**Run 1: metal 1**

(3 px per um) Cells faint in the background.
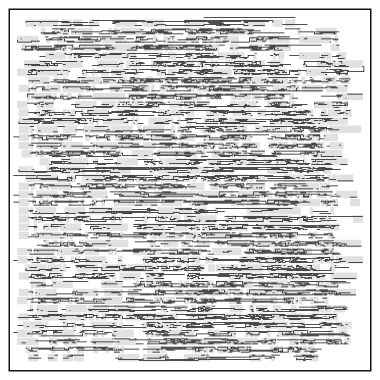
**Run 1: M2 wires**

(4 px per um)
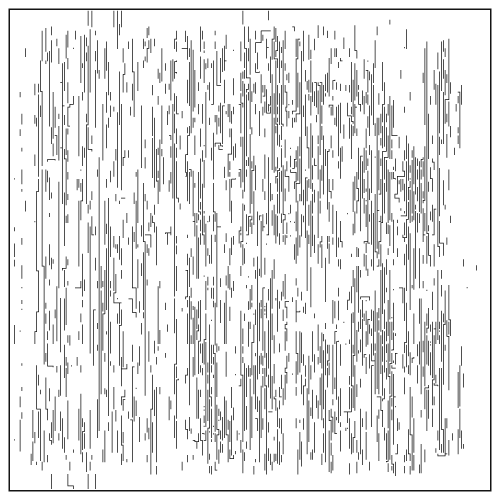
**Run 1: metal 3**

(2 px per um) Cells faint in the background.
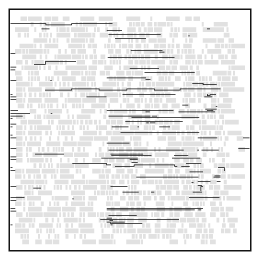
## src/rtl/pdm_pkg.sv

```systemverilog
// Shared constants and types for the dual-channel PDM transmitter.
package pdm_pkg;

  localparam int DIV_W = 8;
  localparam int PCM_W = 16;
  localparam int ACC_W = 18;

  // Feedback levels subtracted from the integrator for a 1 / 0 output bit
  localparam logic signed [ACC_W-1:0] FB_POS = 18'sd32767;
  localparam logic signed [ACC_W-1:0] FB_NEG = -18'sd32768;

  typedef struct packed {
    logic [PCM_W-1:0] l;
    logic [PCM_W-1:0] r;
  } pcm_pair_t;

endpackage

```

## src/rtl/pdm_sd_mod.sv

```systemverilog
// First-order sigma-delta modulator; advances one step per i_step strobe.
module pdm_sd_mod
  import pdm_pkg::*;
(
  input  logic             clk,
  input  logic             rst,
  input  logic             i_step,
  input  logic [PCM_W-1:0] i_x,
  output logic             o_bit
);

  logic signed [ACC_W-1:0] r_acc;
  logic                    r_bit;
  logic signed [ACC_W-1:0] w_x;
  logic signed [ACC_W-1:0] w_sum;
  logic signed [ACC_W-1:0] w_fb;
  logic                    w_bit;

  assign w_x   = {{(ACC_W-PCM_W){i_x[PCM_W-1]}}, i_x};
  assign w_sum = r_acc + w_x;
  assign w_bit = ~w_sum[ACC_W-1];
  assign w_fb  = w_bit ? FB_POS : FB_NEG;

  always_ff @(posedge clk) begin
    if (rst) begin
      r_acc <= '0;
      r_bit <= 1'b0;
    end else if (i_step) begin
      r_acc <= w_sum - w_fb;
      r_bit <= w_bit;
    end
  end

  assign o_bit = r_bit;

endmodule

```

## src/rtl/pdm_dual_xmit.sv

```systemverilog
// Stereo PCM to interleaved PDM transmitter: left bit on pdm_clk high, right bit on low,
// one new sample pair every OSR pdm_clk periods via a single-entry holding register.
module pdm_dual_xmit
  import pdm_pkg::*;
#(
  parameter int OSR = 64,
  parameter int SW  = PCM_W
) (
  input  logic          clk,
  input  logic          rst,
  input  logic          mode,
  input  logic          in_valid,
  output logic          in_ready,
  input  logic [SW-1:0] in_left,
  input  logic [SW-1:0] in_right,
  output logic          pdm_clk,
  output logic          pdm_data,
  output logic          underrun
);

  localparam int SLOT_W = $clog2(OSR);

  logic [DIV_W-1:0]  r_clk_div;
  logic              r_mode_q;
  logic              r_pclk_d;
  logic [SLOT_W-1:0] r_slot;
  logic              r_full;
  pcm_pair_t         r_hold;
  pcm_pair_t         r_cur;
  logic              r_data;
  logic              r_underrun;

  logic              w_pclk;
  logic              w_rise;
  logic              w_fall;
  logic              w_wrap;
  logic              w_accept;
  logic              w_load;
  logic              w_lbit;
  logic              w_rbit;
  logic [PCM_W-1:0]  w_in_l;
  logic [PCM_W-1:0]  w_in_r;

  // Left-align incoming samples to the 16-bit modulator input
  if (SW >= PCM_W) begin : g_trunc
    assign w_in_l = in_left[SW-1 -: PCM_W];
    assign w_in_r = in_right[SW-1 -: PCM_W];
  end else begin : g_pad
    assign w_in_l = {in_left,  {(PCM_W-SW){1'b0}}};
    assign w_in_r = {in_right, {(PCM_W-SW){1'b0}}};
  end

  assign w_pclk   = r_mode_q ? r_clk_div[DIV_W-1] : r_clk_div[DIV_W-2];
  assign w_rise   =  w_pclk & ~r_pclk_d;
  assign w_fall   = ~w_pclk &  r_pclk_d;
  assign w_wrap   = w_rise & (r_slot == SLOT_W'(OSR-1));
  assign w_accept = in_valid & ~r_full;
  assign w_load   = w_wrap & r_full;

  // Rate select is only sampled under reset so the bit clock never glitches mid-stream
  always_ff @(posedge clk) begin
    if (rst) r_mode_q <= mode;
  end

  always_ff @(posedge clk) begin
    if (rst) begin
      r_clk_div <= '0;
      r_pclk_d  <= 1'b0;
    end else begin
      r_clk_div <= r_clk_div + 1'b1;
      r_pclk_d  <= w_pclk;
    end
  end

  always_ff @(posedge clk) begin
    if (rst)         r_slot <= '0;
    else if (w_rise) r_slot <= w_wrap ? '0 : r_slot + 1'b1;
  end

  // Accept needs an empty holding register, so accept and load are mutually exclusive
  always_ff @(posedge clk) begin
    if (rst) begin
      r_full <= 1'b0;
      r_hold <= '0;
    end else begin
      if (w_load)        r_full <= 1'b0;
      else if (w_accept) r_full <= 1'b1;
      if (w_accept) begin
        r_hold.l <= w_in_l;
        r_hold.r <= w_in_r;
      end
    end
  end

  always_ff @(posedge clk) begin
    if (rst)         r_cur <= '0;
    else if (w_load) r_cur <= r_hold;
  end

  always_ff @(posedge clk) begin
    if (rst)                    r_underrun <= 1'b0;
    else if (w_wrap && !r_full) r_underrun <= 1'b1;
  end

  pdm_sd_mod u_mod_l (
    .clk    (clk),
    .rst    (rst),
    .i_step (w_fall),
    .i_x    (r_cur.l),
    .o_bit  (w_lbit)
  );

  pdm_sd_mod u_mod_r (
    .clk    (clk),
    .rst    (rst),
    .i_step (w_rise),
    .i_x    (r_cur.r),
    .o_bit  (w_rbit)
  );

  always_ff @(posedge clk) begin
    if (rst) r_data <= 1'b0;
    else     r_data <= w_pclk ? w_lbit : w_rbit;
  end

  assign pdm_clk  = w_pclk;
  assign pdm_data = r_data;
  assign in_ready = ~r_full;
  assign underrun = r_underrun;

endmodule

```

## config.mk

```make
export PLATFORM = sky130hd
export DESIGN_NAME = pdm_dual_xmit
export DESIGN_NICKNAME = d
export VERILOG_FILES = /design/src/rtl/pdm_pkg.sv /design/src/rtl/pdm_sd_mod.sv /design/src/rtl/pdm_dual_xmit.sv
export SDC_FILE = /design/constraint.sdc
export NUM_CORES = 1
export LEC_CHECK = 0
export CAP_MARGIN = 20
export CORE_MARGIN = 2
export CORE_UTILIZATION = 57
export CTS_BUF_LIST = sky130_fd_sc_hd__clkbuf_4 sky130_fd_sc_hd__clkbuf_8
export CTS_CLUSTER_DIAMETER = 120
export DETAILED_ROUTE_END_ITERATION = 10
export GPL_TIMING_DRIVEN = 0
export PLACE_DENSITY_LB_ADDON = 0.05
export SLEW_MARGIN = 0
export SYNTH_ARGS = -nofsm -noshare
export SYNTH_HDL_FRONTEND = slang
export SYNTH_SLANG_ARGS = --single-unit
```

## constraint.sdc

```tcl
create_clock -name clk -period 4.9 [get_ports clk]
set_clock_uncertainty 0.1 [all_clocks]
set_input_delay 0.98 -clock clk [delete_from_list [all_inputs] [get_ports clk]]
set_output_delay 0.98 -clock clk [all_outputs]
set_load 0.02 [all_outputs]
```

==> out/results.txt, run 1 <==
Init Core Util: 58.1%
DR top layer: met4
Synthesized area per cell: 7.66 um^2
Share of cells above drive strength 1: 8.66%
Grt met2 use: 41.2%
TNS Setup: 0 ns
Setup CP Type: reg -> reg
Drt drc: 0
Yosys warnings: 0
DR vias: 7220
Status: complete, no violations
PortBufs: 39
Crit path from: r_cur[8]
Period Utilization, post-route: 95.5%
Comb gate area: 5070 um^2
Routed Antenna Nets: 0
Post-CTS Hold Buffers: 0
Layer with the highest usage: met2
Clk_lat worst skew: 0.45 ns
P_leak: 0.00355 uW
Hold path cells: 1
FF/Latch Area: 2430 um^2
Die height: 120 um
Log Warnings: 27
Endpoints failing setup: 0
Hold Fails Final Rpt: 0
Synth cell types: 79
Fillers: 1172
WP data required: 5.13 ns
WL met1: 9.78 mm
Vias in the first global route: 6549
Worst R2R End: u_mod_r.r_acc[14]
Instance count of the mapped netlist: 1001
Antenna violations before repair: 0
Die width: 120 um
GR Util met3: 6.32%
Number of enable flip-flop cells: 1
WHS: 0.346 ns
First-pass GRT wire length: 31.8 mm
Vias per cell: 5.73
Root buf cell: clkbuf_8
Tot Pwr: 2110 uW
Hold worst-path end: r_clk_div[0]
Post-Syn Area: 7670 um^2
Die area: 14400 um^2
Cell Chain, Critical Path: ha_1 > a21oi_1 > o21ai_2 > a211oi_4 > o21ai_2 > nand2_4 > inv_1 > ha_1 > fa_1 > nor2b_1 > o21ai_0 > nand2b_1 > nand2_1 > a311o_1 > a311oi_2 > nor3_2 > mux2i_1 > and3_1 > a311o_1
Synth-to-layout area growth: 17.2%
# rows: 42
Actual slew at the worst max-slew pin: 0.858 ns
CP delay by family, top: AND-OR/OR-AND gates
Max transition margin: 42.3%
TritonRoute pass-1 iters: 5
Antenna Cells: 0
Hold Crit Start: r_clk_div[0]
M1 GR Usage: 40.0%
WL final: 19.4 mm
Starting DRT DRC Count: 568
Slowest cell on crit path: a311o_1
Largest regs: r_cur x32, r_hold x32
CP endpoint: u_mod_r.r_acc[14]
Gpl congestion: 0.943
Largest fanout on the critical path: 7
Fin nets: 1168
Worst Path Buf+Inv: 1
Post-synth area hogs: dfxtp_1 31%, nand2_1 9.8%, ha_1 9.1%
Pins Over Slew Limit: 0
Top post-synthesis cells by count: 201 x nand2_1, 130 x a21oi_1, 120 x dfxtp_1, 76 x nor2_1, 56 x ha_1
Max stage delay on crit path: 0.42 ns
-- 'metal 1' (at the start) --
share of all routed wire: 50%
wire length on this layer: 9780 um
main direction: horizontal
nets with wire on the layer: 1119

-- 'M2 wires' (at the start) --
main direction: vertical
wire length on this layer: 8180 um

-- 'metal 3' (at the start) --
wire length on this layer: 1170 um
longest straight run: 47.8 um
nets with wire on the layer: 91
share of all routed wire: 6.0%
main direction: horizontal

run 1: metrics by stage:
stage	instance area, um^2	worst slack (ns)	util (%)
2_1_floorplan	7670	0.324	-
3_3_place_gp	8280	-0.462	62.8
3_5_place_dp	8280	-0.539	62.8
4_1_cts	8770	0.0116	66.5
5_1_grt	8990	-0.0470	68.2
6_report	8990	0.221	68.2
run 1: timing repair:
item | in CTS | in global routing
gates resized | 12 | 23
endpoints found under the setup margin | 13 | 13
setup buffers | 1 | 14
hold endpoints to repair | 0 | 0
pin swaps | 1 | 8
run 1: cell type report:
cell class                      count  share of cell area, %
Timing Repair Buffer               54                   5.73
Inverter                           33                   1.38
Multi-Input combinational cell    802                   56.4
Clock inverter                     11                   1.89
Buffer                             43                   2.07
Tap cell                          176                   2.45
Clock buffer                       21                   3.01
Sequential cell                   121                   27.1
run 1: kinds of logic after synthesis:
| group | count (synthesis) | share of synthesized area [%] |
|---|---|---|
| AND/OR/NAND/NOR | 412 | 24.3 |
| buffers and inverters | 78 | 3.95 |
| AND-OR/OR-AND | 268 | 22.5 |
| multiplexers | 12 | 1.60 |
| flip-flops | 121 | 31.7 |
| adder cells (fa/ha/maj) | 60 | 10.2 |
| XOR/XNOR | 50 | 5.71 |
run 1: placed cells by master (no fill, tap or decap), types with 21 or more instances in the layout:
cell type	instances
nand2_1	200
dfxtp_1	119
ha_1	53
clkdlybuf4s50_1	39
xnor2_1	32
nand3_1	29
a21oi_1	125
nor3_1	21
clkbuf_1	34
nor2_1	76
inv_1	31
o21ai_0	32
run 1: where the power goes:
part,switching (uW),total [uW],internal [uW]
clock,421,1010,585
combinational,49.0,90.5,41.5
sequential,10.0,1010,1000
total,480,2110,1630
==> inputs of run 2 (changes only) <==
--- a/config.mk
+++ b/config.mk
@@ -12,6 +12,7 @@
 export CTS_CLUSTER_DIAMETER = 120
 export DETAILED_ROUTE_END_ITERATION = 10
 export GPL_TIMING_DRIVEN = 0
+export MAX_ROUTING_LAYER = met4
 export PLACE_DENSITY_LB_ADDON = 0.05
 export SLEW_MARGIN = 0
 export SYNTH_ARGS = -nofsm -noshare
==> run 2 against run 1 <==
Final cell count unchanged. Hold slack hardly changed. Global-route usage grew 0.76 points. Utilization stayed put. Die size unchanged. Non-clock buffer count is the same. Critical path type unchanged. Critical endpoint unchanged.
==> out/results.txt, run 2 <==
Yosys xor share: 5.71% (unchanged)
Number of enable flip-flop cells: 1 (unchanged)
Tot Pwr: 2110 uW (about the same)
Actual slew at the worst max-slew pin: 0.837 ns (-0.0211 ns)
Status: complete, no violations
WP data required: 5.13 ns (about the same)
Most frequent logic cell in the layout: nand2_1
Minimum clock period: 4.69 ns
Init Core Util: 58.1% (unchanged)
Worst setup margin: 0.208 ns (-0.0129 ns)
Hold Crit Start: r_clk_div[0]
Yosys warnings: 0 (unchanged)
Die area: 14400 um^2 (unchanged)
Instance count of the mapped netlist: 1001 (unchanged)
Synthesized area per cell: 7.66 um^2 (unchanged)
Max transition margin: 43.7% (+1.4 points)
Log Warnings: 27 (unchanged)
Slowest cell on crit path: a311o_1
Main logic family after synthesis: simple AND/OR/NAND/NOR gates
PortBufs: 39 (unchanged)
Synth cell types: 79 (unchanged)
Post-CTS Hold Buffers: 0 (unchanged)
Post-synthesis compound-gate area fraction: 22.5% (unchanged)
Pins Over Slew Limit: 0 (unchanged)
Max stage delay on crit path: 0.42 ns (about the same)
TritonRoute pass-1 iters: 5 (unchanged)
Clk_lat worst skew: 0.45 ns (about the same)
FF/Latch Area: 2430 um^2 (unchanged)
Period Utilization, post-route: 95.8% (+0.26 points)
Top post-synthesis cells by count: 201 x nand2_1, 130 x a21oi_1, 120 x dfxtp_1, 76 x nor2_1, 56 x ha_1
Share of cells above drive strength 1: 8.66% (unchanged)
Drt drc: 0 (unchanged)
CP delay by family, top: AND-OR/OR-AND gates
Endpoints failing setup: 0 (unchanged)
Worst EP arrival: 4.92 ns
Largest fanout on the critical path: 7 (unchanged)
CP endpoint: u_mod_r.r_acc[14]
Comb gate area: 5070 um^2 (unchanged)
Post-Syn Area: 7670 um^2 (unchanged)
Yosys synthesis chip area: 7670 um^2
Vias per cell: 5.75 (+0.40%)
Die height: 120 um (unchanged)
Worst Path Buf+Inv: 1 (unchanged)
Vias in the first global route: 6550 (+0.015%)
Mux share: 1.60% (unchanged)
Root buf cell: clkbuf_8
Post-synth area hogs: dfxtp_1 31%, nand2_1 9.8%, ha_1 9.1%
DP Cell Count: 1216
Synth-to-layout area growth: 17.2% (unchanged)
HPWL Detailed: 14.3 mm
RSZ-0062 raised after global routing: true
Setup CP Type: reg -> reg
Most frequent cells in the layout: 200 x nand2_1, 125 x a21oi_1, 119 x dfxtp_1
Yosys Instances: 1001
# rows: 42 (unchanged)
Hold Fails Final Rpt: 0 (unchanged)
DR vias: 7249 (+0.40%)
Antenna Cells: 0 (unchanged)
Antenna violations before repair: 0 (unchanged)
Worst R2R End: u_mod_r.r_acc[14]
Crit path from: r_cur[8]
Adder Share, Synth: 10.2% (unchanged)
Starting DRT DRC Count: 517 (-9.0%)
TNS Setup: 0 ns (unchanged)
First-pass GRT wire length: 31.8 mm (about the same)
Gpl congestion: 0.960 (+1.8%)
P_leak: 0.00355 uW (unchanged)
Routed Antenna Nets: 0 (unchanged)
Largest regs: r_cur x32, r_hold x32
Die width: 120 um (unchanged)
AND/OR/NAND/NOR Cells, Area Fraction: 24.3% (unchanged)
Placed inst area: 8280 um^2 (unchanged)
WHS: 0.346 ns (+0.000266 ns)
Fillers: 1172 (unchanged)
Final core occ: 68.2% (unchanged)
Fin nets: 1168 (unchanged)
Cell Chain, Critical Path: ha_1 > a21oi_1 > o21ai_2 > a211oi_4 > o21ai_2 > nand2_4 > inv_1 > ha_1 > fa_1 > nor2b_1 > o21ai_0 > nand2b_1 > nand2_1 > a311o_1 > a311oi_2 > nor3_2 > mux2i_1 > and3_1 > a311o_1
Most common cell in the netlist: nand2_1
-- run 2: cell counts in the layout (fill, tap and decap cells not counted) --
Identical to the previous run, type by type.
-- run 2: logic make-up after synthesis --
| kind of cell | after synthesis |
|---|---|
| AND/OR/NAND/NOR | 412 |
| AND-OR/OR-AND | 268 |
| XOR/XNOR | 50 |
| buffers and inverters | 78 |
| adder cells (fa/ha/maj) | 60 |
| multiplexers | 12 |
| flip-flops | 121 |
-- run 2: area by class of cell --
type                            instances  share of cell area, %
Multi-Input combinational cell        802                   56.4
Clock buffer                           21                   3.01
Sequential cell                       121                   27.1
Tap cell                              176                   2.45
Buffer                                 43                   2.07
Timing Repair Buffer                   54                   5.73
Clock inverter                         11                   1.89
Inverter                               33                   1.38
-- run 2: worst min-delay path by stage --
stage / to / slack, ns / cells after the start
final: r_clk_div[0] / 0.35 / 1
after global routing: r_hold[31] / 0.37 / 2
after CTS: r_clk_div[0] / 0.35 / 1
after detailed placement: r_clk_div[0] / 0.33 / 1
after global placement: r_clk_div[0] / 0.33 / 1
after floorplan: r_clk_div[0] / 0.31 / 1
-- run 2: power by group --
part,total (uW),internal [uW],switching [uW]
Sequential,1010,1000,10.0
Clock,1010,585,422
Combinational,90.4,41.5,48.9
Total,2110,1630,481
-- run 2: layer usage --
metal  vias to the layer above  share of wire [%]  GRT usage [%]
li1                       3688                  -              -
met1                      3323                 50           40.0
met2                       206                 42           41.3
met3                        32                5.4           6.23
met4                         0                1.9           7.94
met5                         -                  0              -
-- run 2: repair_timing --
action	CTS	global route
setup endpoints to repair	13	13
resized	12	23
setup buffers	1	14
pin swaps	1	8
**Run 2: metal 3**

(2 px per um) Cells faint in the background.
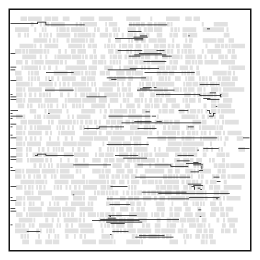
longest straight run: 40.9 um
wire length on this layer: 1050 um
main direction: horizontal
share of all routed wire: 5.4%
nets with wire on the layer: 96
GR Util met3: 6.23%
WL final: 19.4 mm

==> inputs of run 3 (changes only) <==
--- a/config.mk
+++ b/config.mk
@@ -14,7 +14,7 @@
 export GPL_TIMING_DRIVEN = 0
 export MAX_ROUTING_LAYER = met4
 export PLACE_DENSITY_LB_ADDON = 0.05
-export SLEW_MARGIN = 0
+export SLEW_MARGIN = 20
 export SYNTH_ARGS = -nofsm -noshare
 export SYNTH_HDL_FRONTEND = slang
 export SYNTH_SLANG_ARGS = --single-unit
==> run 3 against run 2 <==
Clock power is essentially flat. Non-clock buffer count stayed put. Cell area is the same. Critical path type unchanged. Combinational power barely moved. Largest power group unchanged. Final cell count is the same. Hold slack unchanged. Wire length stayed put. Highest routed layer unchanged. Sequential power barely moved.
==> out/results.txt, run 3 <==
Status: complete, no violations
Synthesized area per cell: 7.66 um^2 (unchanged)
Antenna Cells: 0 (unchanged)
Post-synth area hogs: dfxtp_1 31%, nand2_1 9.8%, ha_1 9.1%
TritonRoute pass-1 iters: 5 (unchanged)
Sw Pwr: 481 uW (unchanged)
Yosys synthesis chip area: 7670 um^2 (unchanged)
Largest net degree at the start of global routing: 18
Hold Fails Final Rpt: 0 (unchanged)
Vias in the first global route: 6550 (unchanged)
CP delay by family, top: AND-OR/OR-AND gates
Fin nets: 1168 (unchanged)
Synth cell types: 79 (unchanged)
P_int: 1630 uW (unchanged)
RSZ-0062 raised after global routing: true
Final core occ: 68.2% (unchanged)
Sequential share of power: 48.0% (about the same)
Number of enable flip-flop cells: 1 (unchanged)
Clock Power Share: 47.7% (about the same)
Most common cell in the netlist: nand2_1
Setup CP Type: reg -> reg
Init Core Util: 58.1% (unchanged)
WL final: 19.4 mm (unchanged)
AND/OR/NAND/NOR Cells, Area Fraction: 24.3% (unchanged)
DP Cell Count: 1216 (unchanged)
Die area: 14400 um^2 (unchanged)
Yosys Instances: 1001 (unchanged)
Routed wire per std cell: 15.4 um
Most frequent cells in the layout: 200 x nand2_1, 125 x a21oi_1, 119 x dfxtp_1
Die height: 120 um (unchanged)
Worst R2R End: u_mod_r.r_acc[14]
Most frequent logic cell in the layout: nand2_1
Largest fanout on the critical path: 7 (unchanged)
Largest regs: r_cur x32, r_hold x32
Period Utilization, post-route: 95.8% (unchanged)
Antenna violations before repair: 0 (unchanged)
Endpoints failing setup: 0 (unchanged)
Post-synthesis compound-gate area fraction: 22.5% (unchanged)
Top post-synthesis cells by count: 201 x nand2_1, 130 x a21oi_1, 120 x dfxtp_1, 76 x nor2_1, 56 x ha_1
HPWL Detailed: 14.3 mm (unchanged)
Actual slew at the worst max-slew pin: 0.837 ns (unchanged)
Placed inst area: 8280 um^2 (unchanged)
Minimum clock period: 4.69 ns (unchanged)
Vias per cell: 5.75 (unchanged)
PortBufs: 39 (unchanged)
Die width: 120 um (unchanged)
GRT Total Usage: 28.5%
Share of cells above drive strength 1: 8.66% (unchanged)
Main logic family after synthesis: simple AND/OR/NAND/NOR gates
Log Warnings: 27 (unchanged)
First-pass GRT wire length: 31.8 mm (unchanged)
Instance count of the mapped netlist: 1001 (unchanged)
R2r setup slk: 0.21 ns
WP data required: 5.13 ns (about the same)
Hold path cells: 1 (unchanged)
Max stage delay on crit path: 0.42 ns (about the same)
Hold worst-path end: r_clk_div[0]
Drt drc: 0 (unchanged)
Routed Antenna Nets: 0 (unchanged)
R2R depth: 19
Worst setup margin: 0.208 ns (unchanged)
Logic pwr share: 4.3% (about the same)
Clk_lat worst skew: 0.45 ns (about the same)
Adder Share, Synth: 10.2% (unchanged)
Fillers: 1172 (unchanged)
Mux share: 1.60% (unchanged)
Yosys xor share: 5.71% (unchanged)
Max transition margin: 43.7% (unchanged)
Worst Path Buf+Inv: 1 (unchanged)
CP endpoint: u_mod_r.r_acc[14]
Root buf cell: clkbuf_8
Gpl congestion: 0.960 (unchanged)
Post-Syn Area: 7670 um^2 (unchanged)
Hold Crit Start: r_clk_div[0]
Net Sw Frac: 22.8% (unchanged)
Total of max-cap violations: 0
Synth-to-layout area growth: 17.2% (unchanged)
# rows: 42 (unchanged)
P_leak: 0.00355 uW (unchanged)
Starting DRT DRC Count: 517 (unchanged)
Yosys warnings: 0 (unchanged)
Crit path from: r_cur[8]
DR vias: 7249 (unchanged)
Cell Chain, Critical Path: ha_1 > a21oi_1 > o21ai_2 > a211oi_4 > o21ai_2 > nand2_4 > inv_1 > ha_1 > fa_1 > nor2b_1 > o21ai_0 > nand2b_1 > nand2_1 > a311o_1 > a311oi_2 > nor3_2 > mux2i_1 > and3_1 > a311o_1
Pins Over Slew Limit: 0 (unchanged)
GRT overflow: 0
==> run 3: cell families (layout without fill, tap and decap cells) <==
family                     after synthesis  in the layout
adders and majority gates               60             60
and+or+nand+nor                        412            412
DFF                                    121            121
buffers and inverters                   78            162
AOI/OAI and AO/OA                      268            268
xor gates and xnor gates                50             50
muxes                                   12             12
==> run 3: repair_timing <==
action | in CTS | in global routing
endpoints found under the setup margin | 13 | 13
cloned | 0 | 0
pin swaps | 1 | 8
resized | 12 | 23
setup buffers | 1 | 14
hold endpoints to repair | 0 | 0
hold buffers | 0 | 0
==> run 3: power by group through the flow <==
stage / combinational [uW] / clock [uW] / sequential (uW)
after floorplan: 44.4 / 0 / 1030
after CTS: 91.1 / 1020 / 1010
after global routing: 100 / 1060 / 1010
final: 90.4 / 1010 / 1010
after global placement: 89.7 / 0 / 1030
after detailed placement: 90.4 / 0 / 1030
==> run 3: final cells by class <==
| type | count | area (um^2) | share of cell area [%] |
|---|---|---|---|
| buffer | 43 | 186 | 2.07 |
| clock buffer | 21 | 270 | 3.01 |
| clock inverter | 11 | 170 | 1.89 |
| inverter | 33 | 124 | 1.38 |
| multi-input combinational | 802 | 5070 | 56.4 |
| sequential | 121 | 2430 | 27.1 |
| tap | 176 | 220 | 2.45 |
| timing repair buffer | 54 | 515 | 5.73 |
==> run 3: layer usage <==
metal | global-route usage [%] | wire length [um]
met2 | 41.3 | 8190
met5 | - | 0
met3 | 6.23 | 1050
met1 | 40.0 | 9780
met4 | 7.94 | 360
==> run 3: through the flow <==
stage               power [uW]  setup TNS (ns)  hold slack [ns]
finish                    2110               0            0.346
global route              2170         -0.0472            0.368
CTS                       2120               0            0.347
detailed placement        1130           -2.62            0.332
global placement          1120           -1.94            0.326
floorplan                 1080               0            0.313
**Run 3: met4 routing**

(2 px per um) Cells faint in the background.
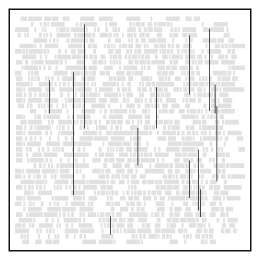
main direction: vertical
share of all routed wire: 1.9%
wire length on this layer: 360 um

Power figures rest on the tool's default switching activity, not on a simulated workload.
